## src/rtl/cs42448_cfg_seq_if.sv

```systemverilog
// Write-request handshake between the CS42448 config sequencer and an I2C write master.
interface cs42448_cfg_seq_if;
   logic       wr_req;
   logic [6:0] wr_dev_addr;
   logic [7:0] wr_reg_addr;
   logic [7:0] wr_data;
   logic       wr_ack;
   logic       wr_nack;

   modport master (output wr_req, wr_dev_addr, wr_reg_addr, wr_data, input wr_ack, wr_nack);
   modport slave  (input wr_req, wr_dev_addr, wr_reg_addr, wr_data, output wr_ack, wr_nack);
endinterface

```

## src/rtl/cs42448_cfg_seq.sv

```systemverilog
// CS42448 power-up sequencer: pulses the codec reset, waits for power-up, then writes a
// fixed register table through an I2C write master with bounded retry on NACK/timeout.
module cs42448_cfg_seq #(
   parameter logic [6:0] DEV_ADDR        = 7'h48,
   parameter int         RST_CYCLES      = 1200,
   parameter int         PWR_WAIT_CYCLES = 12000,
   parameter int         ACK_TIMEOUT     = 65535,
   parameter int         MAX_RETRY       = 3,
   parameter int         RETRY_GAP       = 16
) (
   input  logic              sys_clk_i,
   input  logic              sys_rst_i,
   input  logic              start_i,
   output logic              codec_rst_n_o,
   output logic              busy_o,
   output logic              init_done_o,
   output logic              init_err_o,
   output logic [2:0]        err_index_o,
   cs42448_cfg_seq_if.master wr
);
   localparam int MAX_A   = (RST_CYCLES > PWR_WAIT_CYCLES) ? RST_CYCLES : PWR_WAIT_CYCLES;
   localparam int MAX_B   = (ACK_TIMEOUT > RETRY_GAP) ? ACK_TIMEOUT : RETRY_GAP;
   localparam int CNT_MAX = (MAX_A > MAX_B) ? MAX_A : MAX_B;
   localparam int CW      = $clog2(CNT_MAX + 1);
   localparam int RW      = $clog2(MAX_RETRY + 1);
   localparam logic [2:0] LAST_IDX = 3'd5;

   typedef enum logic [3:0] {
      IDLE, RST_LOW, PWR_WAIT, WRITE, WAIT_ACK, GAP, NEXT, DONE, ERROR
   } state_e;

   state_e        state_q;
   logic [CW-1:0] cnt_q;
   logic [2:0]    idx_q, err_idx_q;
   logic [RW-1:0] retry_q;
   logic          rst_n_q, busy_q, done_q, err_q, req_q;
   logic [6:0]    dev_q;
   logic [7:0]    reg_q, dat_q;
   logic          attempt_fail;

   // {MAP, data}; entry 5 powers the codec up and must stay last
   function automatic logic [15:0] cfg_entry(input logic [2:0] i);
      case (i)
         3'd0:    cfg_entry = 16'h02FF;
         3'd1:    cfg_entry = 16'h03F0;
         3'd2:    cfg_entry = 16'h0446;
         3'd3:    cfg_entry = 16'h051C;
         3'd4:    cfg_entry = 16'h0610;
         default: cfg_entry = 16'h0200;
      endcase
   endfunction

   // ack+nack together counts as a NACK; the WRITE cycle is the first timeout cycle
   assign attempt_fail = wr.wr_nack || (cnt_q >= CW'(ACK_TIMEOUT - 1));

   always_ff @(posedge sys_clk_i or posedge sys_rst_i) begin
      if (sys_rst_i) begin
         state_q   <= IDLE;
         cnt_q     <= '0;
         idx_q     <= '0;
         retry_q   <= '0;
         err_idx_q <= '0;
         rst_n_q   <= 1'b0;
         busy_q    <= 1'b0;
         done_q    <= 1'b0;
         err_q     <= 1'b0;
         req_q     <= 1'b0;
         dev_q     <= '0;
         reg_q     <= '0;
         dat_q     <= '0;
      end else begin
         case (state_q)
            IDLE, DONE, ERROR: if (start_i) begin
               state_q   <= RST_LOW;
               busy_q    <= 1'b1;
               done_q    <= 1'b0;
               err_q     <= 1'b0;
               err_idx_q <= '0;
               rst_n_q   <= 1'b0;
               idx_q     <= '0;
               retry_q   <= '0;
               cnt_q     <= '0;
            end
            RST_LOW: if (cnt_q == CW'(RST_CYCLES - 1)) begin
               state_q <= PWR_WAIT;
               rst_n_q <= 1'b1;
               cnt_q   <= '0;
            end else cnt_q <= cnt_q + 1'b1;
            PWR_WAIT: if (cnt_q == CW'(PWR_WAIT_CYCLES - 1)) begin
               state_q        <= WRITE;
               req_q          <= 1'b1;
               dev_q          <= DEV_ADDR;
               {reg_q, dat_q} <= cfg_entry(idx_q);
               cnt_q          <= '0;
            end else cnt_q <= cnt_q + 1'b1;
            WRITE: begin
               state_q <= WAIT_ACK;
               cnt_q   <= cnt_q + 1'b1;
            end
            WAIT_ACK: begin
               if (wr.wr_ack && !wr.wr_nack) begin
                  state_q <= NEXT;
                  req_q   <= 1'b0;
                  retry_q <= '0;
               end else if (attempt_fail) begin
                  req_q   <= 1'b0;
                  cnt_q   <= '0;
                  retry_q <= retry_q + 1'b1;
                  if (retry_q < RW'(MAX_RETRY - 1)) state_q <= GAP;
                  else begin
                     state_q   <= ERROR;
                     busy_q    <= 1'b0;
                     err_q     <= 1'b1;
                     err_idx_q <= idx_q;
                  end
               end else cnt_q <= cnt_q + 1'b1;
            end
            GAP: if (cnt_q == CW'(RETRY_GAP - 1)) begin
               state_q        <= WRITE;
               req_q          <= 1'b1;
               {reg_q, dat_q} <= cfg_entry(idx_q);
               cnt_q          <= '0;
            end else cnt_q <= cnt_q + 1'b1;
            NEXT: if (idx_q == LAST_IDX) begin
               state_q <= DONE;
               busy_q  <= 1'b0;
               done_q  <= 1'b1;
            end else begin
               state_q        <= WRITE;
               idx_q          <= idx_q + 3'd1;
               req_q          <= 1'b1;
               {reg_q, dat_q} <= cfg_entry(idx_q + 3'd1);
               cnt_q          <= '0;
            end
            default: state_q <= IDLE;
         endcase
      end
   end

   assign codec_rst_n_o  = rst_n_q;
   assign busy_o         = busy_q;
   assign init_done_o    = done_q;
   assign init_err_o     = err_q;
   assign err_index_o    = err_idx_q;
   assign wr.wr_req      = req_q;
   assign wr.wr_dev_addr = dev_q;
   assign wr.wr_reg_addr = reg_q;
   assign wr.wr_data     = dat_q;
endmodule

```

## src/flat_wrapper.sv

```systemverilog
// flat-port wrapper written by rule: the top's interface ports become plain ports
module cs42448_cfg_seq_flat 
#(
   parameter logic [6:0] DEV_ADDR        = 7'h48,
   parameter int         RST_CYCLES      = 1200,
   parameter int         PWR_WAIT_CYCLES = 12000,
   parameter int         ACK_TIMEOUT     = 65535,
   parameter int         MAX_RETRY       = 3,
   parameter int         RETRY_GAP       = 16
)
  (sys_clk_i, sys_rst_i, start_i, codec_rst_n_o, busy_o, init_done_o, init_err_o, err_index_o, wr_wr_req, wr_wr_dev_addr, wr_wr_reg_addr, wr_wr_data, wr_wr_ack, wr_wr_nack);
  cs42448_cfg_seq_if wr_i ();
  input  logic sys_clk_i;
  input  logic sys_rst_i;
  input  logic start_i;
  output logic codec_rst_n_o;
  output logic busy_o;
  output logic init_done_o;
  output logic init_err_o;
  output logic [2:0] err_index_o;
  output wire logic [$bits(wr_i.wr_req)-1:0] wr_wr_req;
  output wire logic [$bits(wr_i.wr_dev_addr)-1:0] wr_wr_dev_addr;
  output wire logic [$bits(wr_i.wr_reg_addr)-1:0] wr_wr_reg_addr;
  output wire logic [$bits(wr_i.wr_data)-1:0] wr_wr_data;
  input wire logic [$bits(wr_i.wr_ack)-1:0] wr_wr_ack;
  input wire logic [$bits(wr_i.wr_nack)-1:0] wr_wr_nack;
  assign wr_wr_req = wr_i.wr_req;
  assign wr_wr_dev_addr = wr_i.wr_dev_addr;
  assign wr_wr_reg_addr = wr_i.wr_reg_addr;
  assign wr_wr_data = wr_i.wr_data;
  assign wr_i.wr_ack = wr_wr_ack;
  assign wr_i.wr_nack = wr_wr_nack;
  cs42448_cfg_seq #(.DEV_ADDR(DEV_ADDR), .RST_CYCLES(RST_CYCLES), .PWR_WAIT_CYCLES(PWR_WAIT_CYCLES), .ACK_TIMEOUT(ACK_TIMEOUT), .MAX_RETRY(MAX_RETRY), .RETRY_GAP(RETRY_GAP)) u_core (.sys_clk_i(sys_clk_i), .sys_rst_i(sys_rst_i), .start_i(start_i), .codec_rst_n_o(codec_rst_n_o), .busy_o(busy_o), .init_done_o(init_done_o), .init_err_o(init_err_o), .err_index_o(err_index_o), .wr(wr_i));
endmodule
```

## config.mk

```make
export PLATFORM = sky130hd
export DESIGN_NAME = cs42448_cfg_seq_flat
export DESIGN_NICKNAME = d
export VERILOG_FILES = /design/src/rtl/cs42448_cfg_seq_if.sv /design/src/rtl/cs42448_cfg_seq.sv /design/src/flat_wrapper.sv
export SDC_FILE = /design/constraint.sdc
export NUM_CORES = 1
export LEC_CHECK = 0
export CAP_MARGIN = 20
export CORE_UTILIZATION = 59
export CTS_CLUSTER_SIZE = 16
export DETAILED_ROUTE_END_ITERATION = 8
export PLACE_DENSITY = 0.85
export SLEW_MARGIN = 10
export SYNTH_ARGS = -nofsm -noshare
export SYNTH_HDL_FRONTEND = slang
export SYNTH_SLANG_ARGS = --single-unit
```

## constraint.sdc

```tcl
create_clock -name sys_clk_i -period 6.6 [get_ports sys_clk_i]
set_input_delay 1.98 -clock sys_clk_i [delete_from_list [all_inputs] [get_ports sys_clk_i]]
set_output_delay 1.98 -clock sys_clk_i [all_outputs]
set_load 0.02 [all_outputs]
```

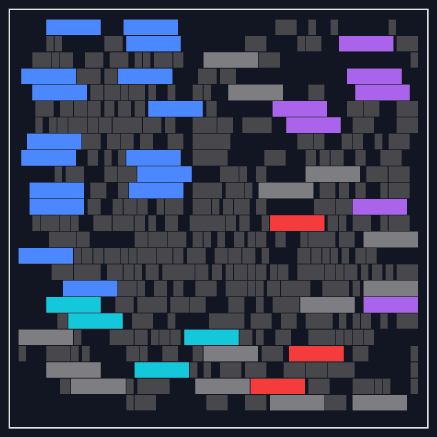
flops_by_reg.png
(6 px per um) Other sequential cells in the stronger gray, the rest of the logic in the fainter gray.
red -> u_core.idx_q  # sequential cells 3
cyan -> u_core.state_q  # sequential cells 4
purple -> u_core.wr.wr_data  # sequential cells 7
blue -> u_core.cnt_q  # sequential cells 16

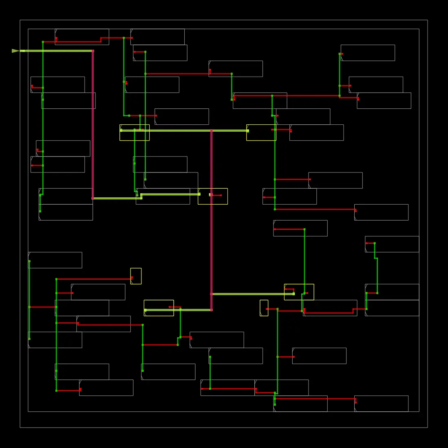
clocks.png
worst skew pair latency: 0.30 ns
Clock Skew: 0.00887 ns
Flops: 44

==> flow_summary.yaml <==
# implementation run metrics
logic_synthesis:
  enable_flop_cells: 0
  post_synth.cell_area_avg_um2: 9.15
  yosys_most_used_dff: "sky130_fd_sc_hd__dfrtp_1"
  synthCells: 294
layout:
  flop_area_mm2: 0.00110
  multi_input_comb_area_mm2: 0.00145
  layout_top_cell: "sky130_fd_sc_hd__dfrtp_1"
  antenna-diode-count: 0
  layout.filler_cells: 371
floorplanning:
  initCoreUtil_pct: 61.8
place:
  place_congestion: 0.897
  buffer_ports.inserted: 25
  place_ws_ns: 2.59
final_timing:
  final_setup_tns_ns: 0
  timing_hold_violations_final: 0
clock_network:
  cts_h_tree_depth: 2
  maximum_buffer_depth_of_the_clock_tree: 2
  worst_setup_hold_path_clk_slew_ns: 0.08
global_route:
  groute.usage.overall_pct: 24.3
  global_route.overflow_total: 0
  grt_first_pass_wirelength_mm: 9.45
  antenna_found_initial: 0
  grt-busiest-layer: "met2"
power_and_ir_drop:
  power_density_mw_per_mm2: 401
  static-leakage-power_nw: 1.38
status:
  result_of_the_run: "completed"
worst_setup_path:
  timing.critical_path.arrival_ns: 3.88
  reg2reg_slack_ns: 3.64
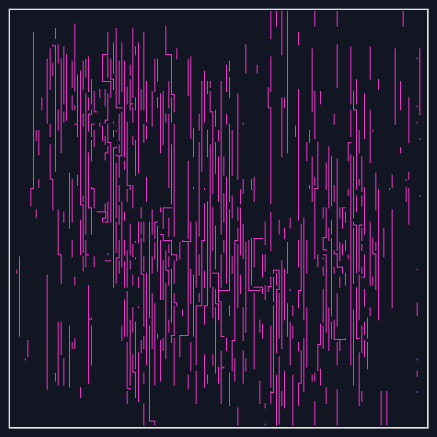
layer_met2.png
(6 px per um)
longest straight run = 35.0 um
wire length on this layer = 2,720 um
main direction = vertical

==> metal layers <==
metal	vias up	wire length, um
met5	-	0
met4	0	72
met3	8	188
met2	44	2720
met1	1062	2510
li1	1067	-
==> layout make-up <==
type                       instances  area share (%)
inverter                           7           0.881
timing repair buffer              27            8.90
tap                               52            2.18
sequential                        44            36.9
clock inverter                     1           0.168
multi-input combinational        227            48.5
clock buffer                       6            2.43
==> final timing paths <==
kind	from	depth (start not counted)	endpoint
setup reg to reg	u_core.cnt_q[1]	7	u_core.cnt_q[11]
hold / removal	u_core.wr.wr_data[4]	2	u_core.wr.wr_data[4]
hold reg to reg	u_core.wr.wr_data[4]	2	u_core.wr.wr_data[4]
setup / recovery	wr_wr_ack	6	u_core.cnt_q[11]
min in group asynchronous	sys_rst_i	3	u_core.wr.wr_data[5]
max in group asynchronous	sys_rst_i	3	u_core.state_q[2]
==> power by group <==
part	switching [mW]	leakage, nW	total, mW	internal (mW)
combinational	0.367	0.763	0.629	0.262
sequential	0.0717	0.577	0.407	0.335
clock	0.0893	0.0410	0.161	0.0721
total	0.528	1.38	1.20	0.669
==> Yosys cell counts, drive strengths merged, types with 7 or more instances <==
cell     n  area, um2
nor2    33        126
nand4    8       50.1
and3    11       75.1
a21oi   15       75.1
xor2    11       96.3
ha       9        113
nor3     7       51.3
buf     14        105
nand2   26       97.6
inv      7       26.3
dfrtp   44       1100
clkbuf  11       51.3
a21o     7       53.8
o21ai   19        106
nand3   15       87.6
==> kinds of logic after synthesis <==
group	share of synthesized area (%)
AND-OR/OR-AND	16.8
XOR/XNOR	3.91
adder cells (fa/ha/maj)	4.19
buffers and inverters	6.79
flip-flops	40.9
multiplexers	2.33
other	0.139
AND/OR/NAND/NOR	24.9
No activity file was given, so power comes from the tool's default toggle rates.
